==> run_1/clocks.png <==
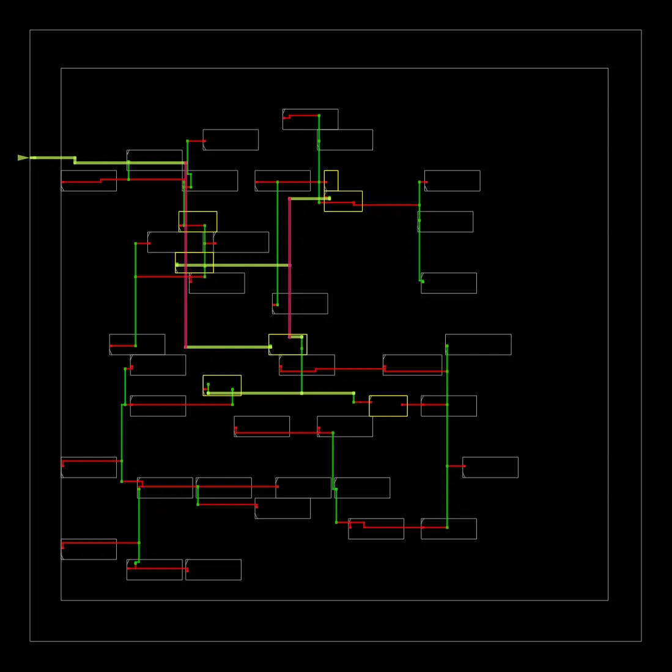
==> run_1/metal_density.png <==
Bar = 20 um. 16 x 16 tiles, from dark blue (low) to red (high), scaled to the fullest tile. Values are wire area over tile area, all layers added.
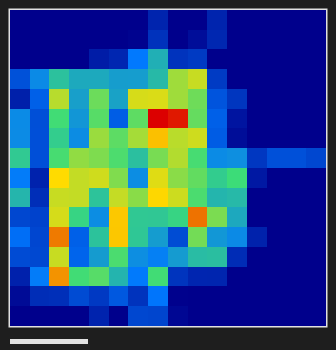
==> run_1/layer_met1.png <==
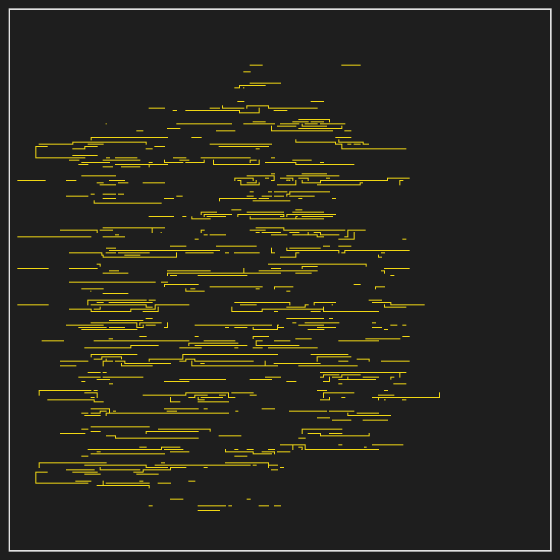
<file path="src/rtl/display_spi_if_if.sv">
// display_spi_if: host-side request and SPI pin bundle for display_spi_tx.
interface display_spi_if;
    logic        start;
    logic [15:0] data_tx;
    logic        busy;
    logic        cs;
    logic        sclk;
    logic        mosi;
    modport master (output start, data_tx, input busy, cs, sclk, mosi);
    modport slave (input start, data_tx, output busy, cs, sclk, mosi);
endinterface

</file>
<file path="src/rtl/display_spi_tx.sv">
// display_spi_tx: write-only mode-0 SPI master sending one 16-bit word MSB first.
module display_spi_tx #(
    parameter int unsigned HALF_PERIOD = 4
) (
    input logic             raw_clk,
    input logic             reset,
    display_spi_if.slave    bus
);
    typedef enum logic [2:0] {IDLE, SETUP, SHIFT_HI, SHIFT_LO, GAP} state_t;
    state_t      state, state_n;
    logic [7:0]  div, div_n;
    logic [3:0]  bit_cnt, bit_n;
    logic [15:0] sh, sh_n;
    logic        start_q;
    logic        cs_q, cs_n, sclk_q, sclk_n, mosi_q, mosi_n, busy_q, busy_n;
    logic        last;
    assign last = div == 8'(HALF_PERIOD - 1);
    assign bus.cs = cs_q;
    assign bus.sclk = sclk_q;
    assign bus.mosi = mosi_q;
    assign bus.busy = busy_q;
    always_ff @(posedge raw_clk) begin
        if (reset) begin
            state   <= IDLE;
            div     <= '0;
            bit_cnt <= '0;
            sh      <= '0;
            start_q <= 1'b1;
            cs_q    <= 1'b1;
            sclk_q  <= 1'b0;
            mosi_q  <= 1'b0;
            busy_q  <= 1'b0;
        end else begin
            state   <= state_n;
            div     <= div_n;
            bit_cnt <= bit_n;
            sh      <= sh_n;
            start_q <= bus.start;
            cs_q    <= cs_n;
            sclk_q  <= sclk_n;
            mosi_q  <= mosi_n;
            busy_q  <= busy_n;
        end
    end
    // Shifting in zeros makes sh[14] read 0 after the last bit, parking mosi low.
    always_comb begin
        state_n = state;
        div_n   = (state == IDLE || last) ? 8'd0 : div + 8'd1;
        bit_n   = bit_cnt;
        sh_n    = sh;
        cs_n    = cs_q;
        sclk_n  = sclk_q;
        mosi_n  = mosi_q;
        busy_n  = busy_q;
        unique case (state)
            IDLE: if (bus.start && !start_q) begin
                state_n = SETUP;
                sh_n    = bus.data_tx;
                bit_n   = '0;
                busy_n  = 1'b1;
                cs_n    = 1'b0;
                sclk_n  = 1'b0;
                mosi_n  = bus.data_tx[15];
            end
            SETUP: if (last) begin
                state_n = SHIFT_HI;
                sclk_n  = 1'b1;
            end
            SHIFT_HI: if (last) begin
                state_n = SHIFT_LO;
                sclk_n  = 1'b0;
                sh_n    = {sh[14:0], 1'b0};
                mosi_n  = sh[14];
            end
            SHIFT_LO: if (last) begin
                state_n = (bit_cnt == 4'd15) ? GAP : SHIFT_HI;
                cs_n    = bit_cnt == 4'd15;
                sclk_n  = bit_cnt != 4'd15;
                bit_n   = bit_cnt + 4'd1;
            end
            GAP: if (last) begin
                state_n = IDLE;
                busy_n  = 1'b0;
            end
            default: state_n = IDLE;
        endcase
    end
endmodule

</file>
<file path="src/flat_wrapper.sv">
// flat-port wrapper written by rule: the top's interface ports become plain ports
module display_spi_tx_flat 
#(
    parameter int unsigned HALF_PERIOD = 4
)
  (raw_clk, reset, bus_start, bus_data_tx, bus_busy, bus_cs, bus_sclk, bus_mosi);
  display_spi_if bus_i ();
  input logic raw_clk;
  input logic reset;
  input wire logic [$bits(bus_i.start)-1:0] bus_start;
  input wire logic [$bits(bus_i.data_tx)-1:0] bus_data_tx;
  output wire logic [$bits(bus_i.busy)-1:0] bus_busy;
  output wire logic [$bits(bus_i.cs)-1:0] bus_cs;
  output wire logic [$bits(bus_i.sclk)-1:0] bus_sclk;
  output wire logic [$bits(bus_i.mosi)-1:0] bus_mosi;
  assign bus_i.start = bus_start;
  assign bus_i.data_tx = bus_data_tx;
  assign bus_busy = bus_i.busy;
  assign bus_cs = bus_i.cs;
  assign bus_sclk = bus_i.sclk;
  assign bus_mosi = bus_i.mosi;
  display_spi_tx #(.HALF_PERIOD(HALF_PERIOD)) u_core (.raw_clk(raw_clk), .reset(reset), .bus(bus_i));
endmodule
</file>
<file path="config.mk">
export PLATFORM = sky130hd
export DESIGN_NAME = display_spi_tx_flat
export DESIGN_NICKNAME = d
export VERILOG_FILES = /design/src/rtl/display_spi_if_if.sv /design/src/rtl/display_spi_tx.sv /design/src/flat_wrapper.sv
export SDC_FILE = /design/constraint.sdc
export NUM_CORES = 1
export LEC_CHECK = 0
export CORE_MARGIN = 4
export CORE_UTILIZATION = 30
export CTS_BUF_LIST = sky130_fd_sc_hd__clkbuf_4 sky130_fd_sc_hd__clkbuf_8
export DETAILED_ROUTE_END_ITERATION = 7
export GPL_TIMING_DRIVEN = 0
export SLEW_MARGIN = 25
export SYNTH_ARGS = -nofsm -noshare
export SYNTH_HDL_FRONTEND = slang
export SYNTH_SLANG_ARGS = --single-unit
</file>
<file path="constraint.sdc">
create_clock -name raw_clk -period 1.75 [get_ports raw_clk]
set_input_delay 0.525 -clock raw_clk [delete_from_list [all_inputs] [get_ports raw_clk]]
set_output_delay 0.525 -clock raw_clk [all_outputs]
set_load 0.03 [all_outputs]
</file>
==> summary.txt, run 1 <==
impl run done, here's what came out: Registers, synthesis=35, Max Cap Viol=0, cell area after synthesis=1610 um^2, Ports=23, WP buf/inv=1, Synth top cell by count=dfxtp_1, worst path cell trace=ha_4, nor4b_4, buf_6, nand4_4, or3_1, a211oi_2, FP Util=between 30 and 40%, max FFs per register=15, Critical Path AT=1840 ps, biggest registers after layout=u_core.sh: 15 flops, u_core.div: 8 flops, u_core.bit_cnt: 4 flops, status=finished, final reports clean, Rel. slew slack=72.1%, Top non-seq family=simple AND/OR/NAND/NOR gates, Hold WC Path Type=reg -> reg, Seq share, synth=43.5%, simple share=24.0%, top area contributor share=43.5%, antenna fix cells=0, clock buffer depth=2, 1st-iter DRT viols=65, MI comb area=between 900 and 1000 um^2, switching power=between 0.3 and 0.4 mW, NonClk Buf Share=15.9%, post-layout util=41.4%, maximum clock frequency=0.611 GHz, Root Buffer=clkbuf_8, Comb/total area=42.7%, DR vias/cell=4.94, initial antenna violation count=0, Flop pwr share=52.6%, Total Neg Setup Slack=0 ps, TritonCTS clock tree=built, Yosys chip area=~1600 um^2, WP depth=6, Logic Gate Count=120, PortBufs=22, Floorplan Nets=189, Tot Pwr=1.59 mW, Int Power=1.22 mW
## Picture notes: clocks.png
seq_cells: 35
worst skew pair latency: 280 ps
P_clk: 0.594 mW
cts bufs inserted: 5

## Picture notes: metal_density.png
densest ninth of the die: center
nearly empty tiles: 38%
fullest tile: 0.36
mean over tiles: 0.083
tiles over half the peak: 21%
via count: 1333
Routed wire per std cell: 13.0 um
final wirelength: 3500 um

## Picture notes: layer_met1.png
nets with wire on the layer: 200
main direction: horizontal
met1 Track Usage GR: 14.6%

-- run 1: routing by layer --
metal	part of all wire (%)	up-vias	global-route usage, %
li1	-	683	-
met2	48	27	19.3
met1	47	618	14.6
met5	0	-	0
met4	1.2	0	4.39
met3	4.2	5	3.55
-- run 1: power by group through the flow --
stage,clock (mW),combinational [mW],sequential (mW)
2_1_floorplan,0,0.0741,0.861
3_3_place_gp,0,0.150,0.854
3_5_place_dp,0,0.152,0.854
4_1_cts,0.615,0.153,0.836
5_1_grt,0.653,0.177,0.839
6_report,0.594,0.160,0.835
## Run 2: what changed since run 1
--- a/config.mk
+++ b/config.mk
@@ -9,7 +9,6 @@
 export CORE_UTILIZATION = 30
 export CTS_BUF_LIST = sky130_fd_sc_hd__clkbuf_4 sky130_fd_sc_hd__clkbuf_8
 export DETAILED_ROUTE_END_ITERATION = 7
-export GPL_TIMING_DRIVEN = 0
 export SLEW_MARGIN = 25
 export SYNTH_ARGS = -nofsm -noshare
 export SYNTH_HDL_FRONTEND = slang
==> summary.txt, run 2 <==
impl run done, here's what came out: DR vias/cell=4.93 (-0.18%), Seq share, synth=43.5% (unchanged), biggest registers after layout=u_core.sh: 15 flops, u_core.div: 8 flops, u_core.bit_cnt: 4 flops, 1st-iter DRT viols=73 (+12%), maximum clock frequency=0.605 GHz (-0.90%), met2 Use GR=19.3% (unchanged), Registers, synthesis=35 (unchanged), Flop pwr share=47.4% (-5.2 points), met3 usage=3.66% (+0.11 points), status=finished, final reports clean, Int Power=1.37 mW (+13%), Max Cap Viol=0 (unchanged), cell area after synthesis=1610 um^2 (unchanged), final wirelength=3610 um (+3.1%), worst path cell trace=ha_1, nor4b_4, buf_6, nand4_4, or3_4, a211oi_2, antenna fix cells=0 (unchanged), via count=1375 (+3.2%), Ports=23 (unchanged), Tot Pwr=1.77 mW (+11%), Routed wire per std cell=12.9 um (-0.18%), max FFs per register=15 (unchanged), PortBufs=22 (unchanged)
run 2: cell count changes in the layout (fill, tap and decap cells not counted), moves of 2 or more:
cell,delta
buf_4,+14
clkbuf_2,-2
clkbuf_4,-2
nand2_4,-2
nor3_4,-2
run 2: repair_timing:
| item | in CTS | in global routing |
|---|---|---|
| cloned | 0 | 0 |
| setup buffers | 0 | 1 |
| hold buffers | 0 | 0 |
| endpoints found under the setup margin | 4 | 17 |
| resized | 4 | 11 |
run 2: logic make-up (layout without fill, tap and decap cells):
logic type                 after synthesis  after routing  share of synthesized area, %
buffers and inverters                   13             54                          4.20
and+or+nand+nor                         67             67                          24.0
AOI/OAI and AO/OA                       27             27                          12.3
DFF                                     35             35                          43.5
muxes                                   17             17                          10.6
adders and majority gates                2              2                          1.55
xor gates and xnor gates                 7              7                          3.81
==> run_2/placement_by_type.png <==
Fill, decap, tap and diode cells in gray.
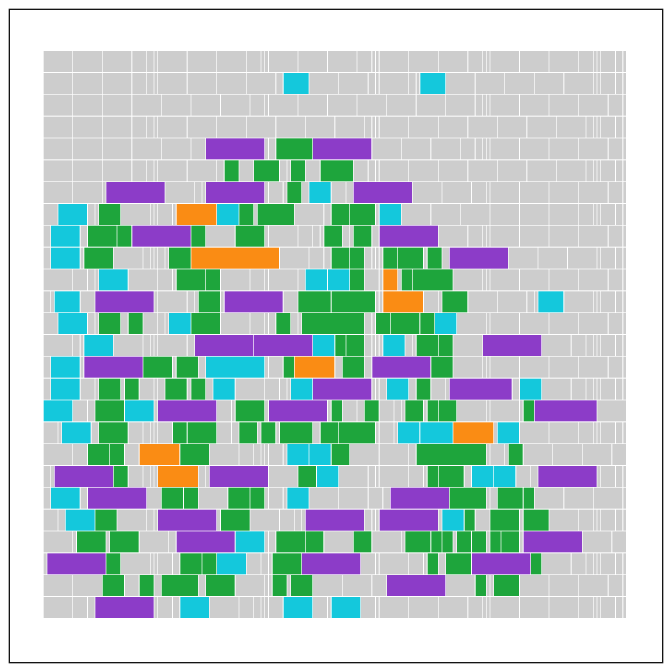
[other buffers and delay cells] cyan | cells: 46 | share of their area: 19%
[combinational and other logic] green | cells: 120 | share of their area: 42%
[flops] purple | cells: 35 | share of their area: 33%
[clock drivers and dummy loads] orange | cells: 8 | share of their area: 5.6%
core area: 5140 um^2
post-layout util: 42.9%
flop share of the area: 31.9%
standard-cell rows: 26
Final Cell Area: 2200 um^2

==> run_2/clocks.png <==
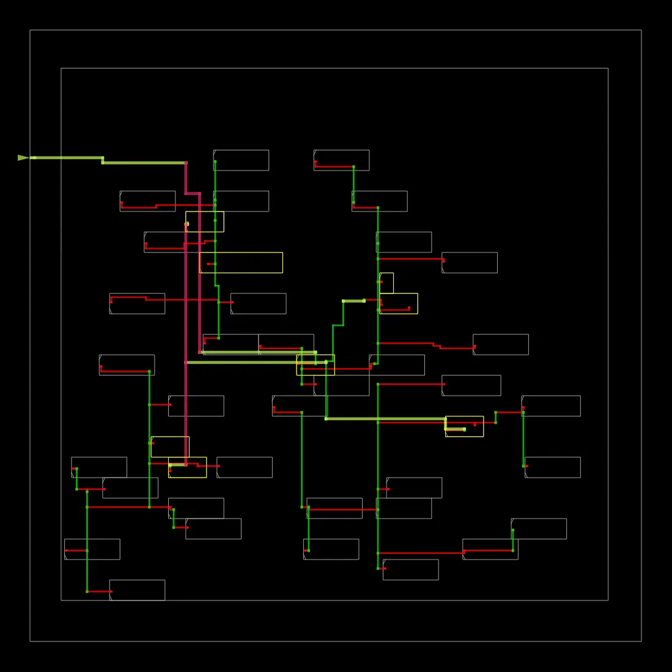
Final Skew: 9.17 ps
P_clk: 0.767 mW

## Run 3: what changed since run 2
--- a/config.mk
+++ b/config.mk
@@ -9,6 +9,8 @@
 export CORE_UTILIZATION = 30
 export CTS_BUF_LIST = sky130_fd_sc_hd__clkbuf_4 sky130_fd_sc_hd__clkbuf_8
 export DETAILED_ROUTE_END_ITERATION = 7
+export GPL_TIMING_DRIVEN = 0
+export PLACE_DENSITY_LB_ADDON = 0.08
 export SLEW_MARGIN = 25
 export SYNTH_ARGS = -nofsm -noshare
 export SYNTH_HDL_FRONTEND = slang
==> summary.txt, run 3 <==
impl run done, here's what came out: antenna fix cells=0 (unchanged), met3 usage=3.33% (-0.33 points), cell area after synthesis=1610 um^2 (unchanged), Hold-fix buffers, CTS=0 (unchanged), standard-cell rows=26 (unchanged), DR vias/cell=5.05 (+2.6%), biggest registers after layout=u_core.sh: 15 flops, u_core.div: 8 flops, u_core.bit_cnt: 4 flops, post-CTS sizing=15 (+11), Tot Pwr=1.59 mW (-10%), 1st-iter DRT viols=96 (+32%), Final Skew=6.22 ps (-2.95 ps), status=finished, final reports clean, Registers, synthesis=35 (unchanged), post-CTS setup buffer count=4 (+4), Ports=23 (unchanged), max FFs per register=15 (unchanged), met2 Use GR=19.8% (+0.49 points), core area=5140 um^2 (unchanged), PortBufs=22 (unchanged), Max Cap Viol=0 (unchanged)
## run 3: cell counts after synthesis
No cell type changed its count.
## run 3: logic make-up after synthesis
group | count (synthesis) | synth area share, %
and+or+nand+nor | 67 | 24.0
DFF | 35 | 43.5
AOI/OAI and AO/OA | 27 | 12.3
muxes | 17 | 10.6
buffers and inverters | 13 | 4.20
xor gates and xnor gates | 7 | 3.81
adders and majority gates | 2 | 1.55
## run 3: cell type report
class	count	area, um^2
multi-input combinational	120	902
clock inverter	1	5.00
timing repair buffer	31	287
sequential	35	703
fill	529	2990
clock buffer	7	83.8
tap	70	87.6
buffer	11	83.8
## run 3: power by group
part / internal (mW) / total (mW) / switching, mW
combinational: 0.0867 / 0.161 / 0.0746
sequential: 0.823 / 0.838 / 0.0145
clock: 0.310 / 0.590 / 0.280
==> run_3/metal_density.png <==
Bar = 20 um. 16 x 16 tiles, from dark blue (low) to red (high), scaled to the fullest tile. Values are wire area over tile area, all layers added.
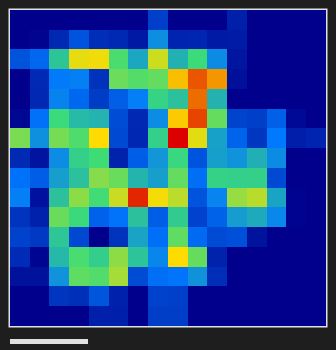
fullest tile: 0.40
tiles over half the peak: 16%
emptiest ninth of the die: lower right
via count: 1390
final wirelength: 3790 um
Routed wire per std cell: 13.8 um

==> run_3/placement_by_type.png <==
Fill, decap, tap and diode cells in gray.
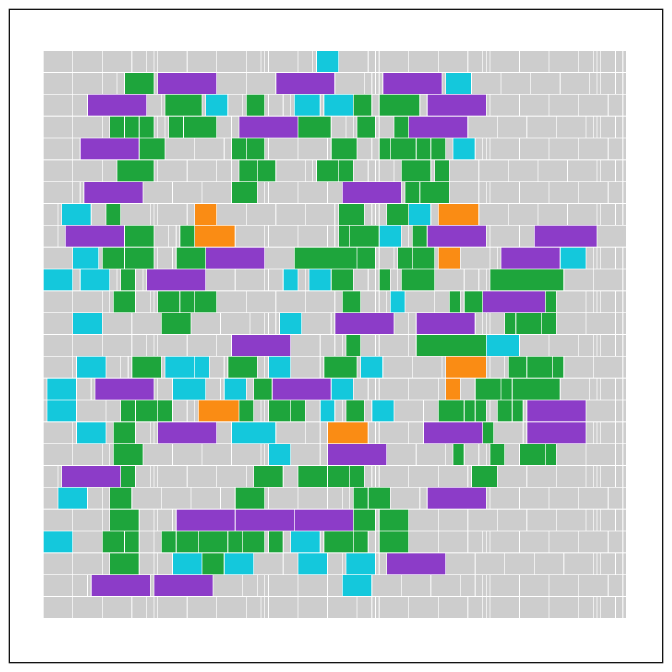
[combinational and other logic] green | cells: 120 | share of their area: 44%
[other buffers and delay cells] cyan | cells: 42 | share of their area: 18%
[clock drivers and dummy loads] orange | cells: 8 | share of their area: 4.3%
[flops] purple | cells: 35 | share of their area: 34%
Final Cell Area: 2150 um^2
post-layout util: 41.9%
flop share of the area: 32.7%

Power and IR drop assume default switching activity.
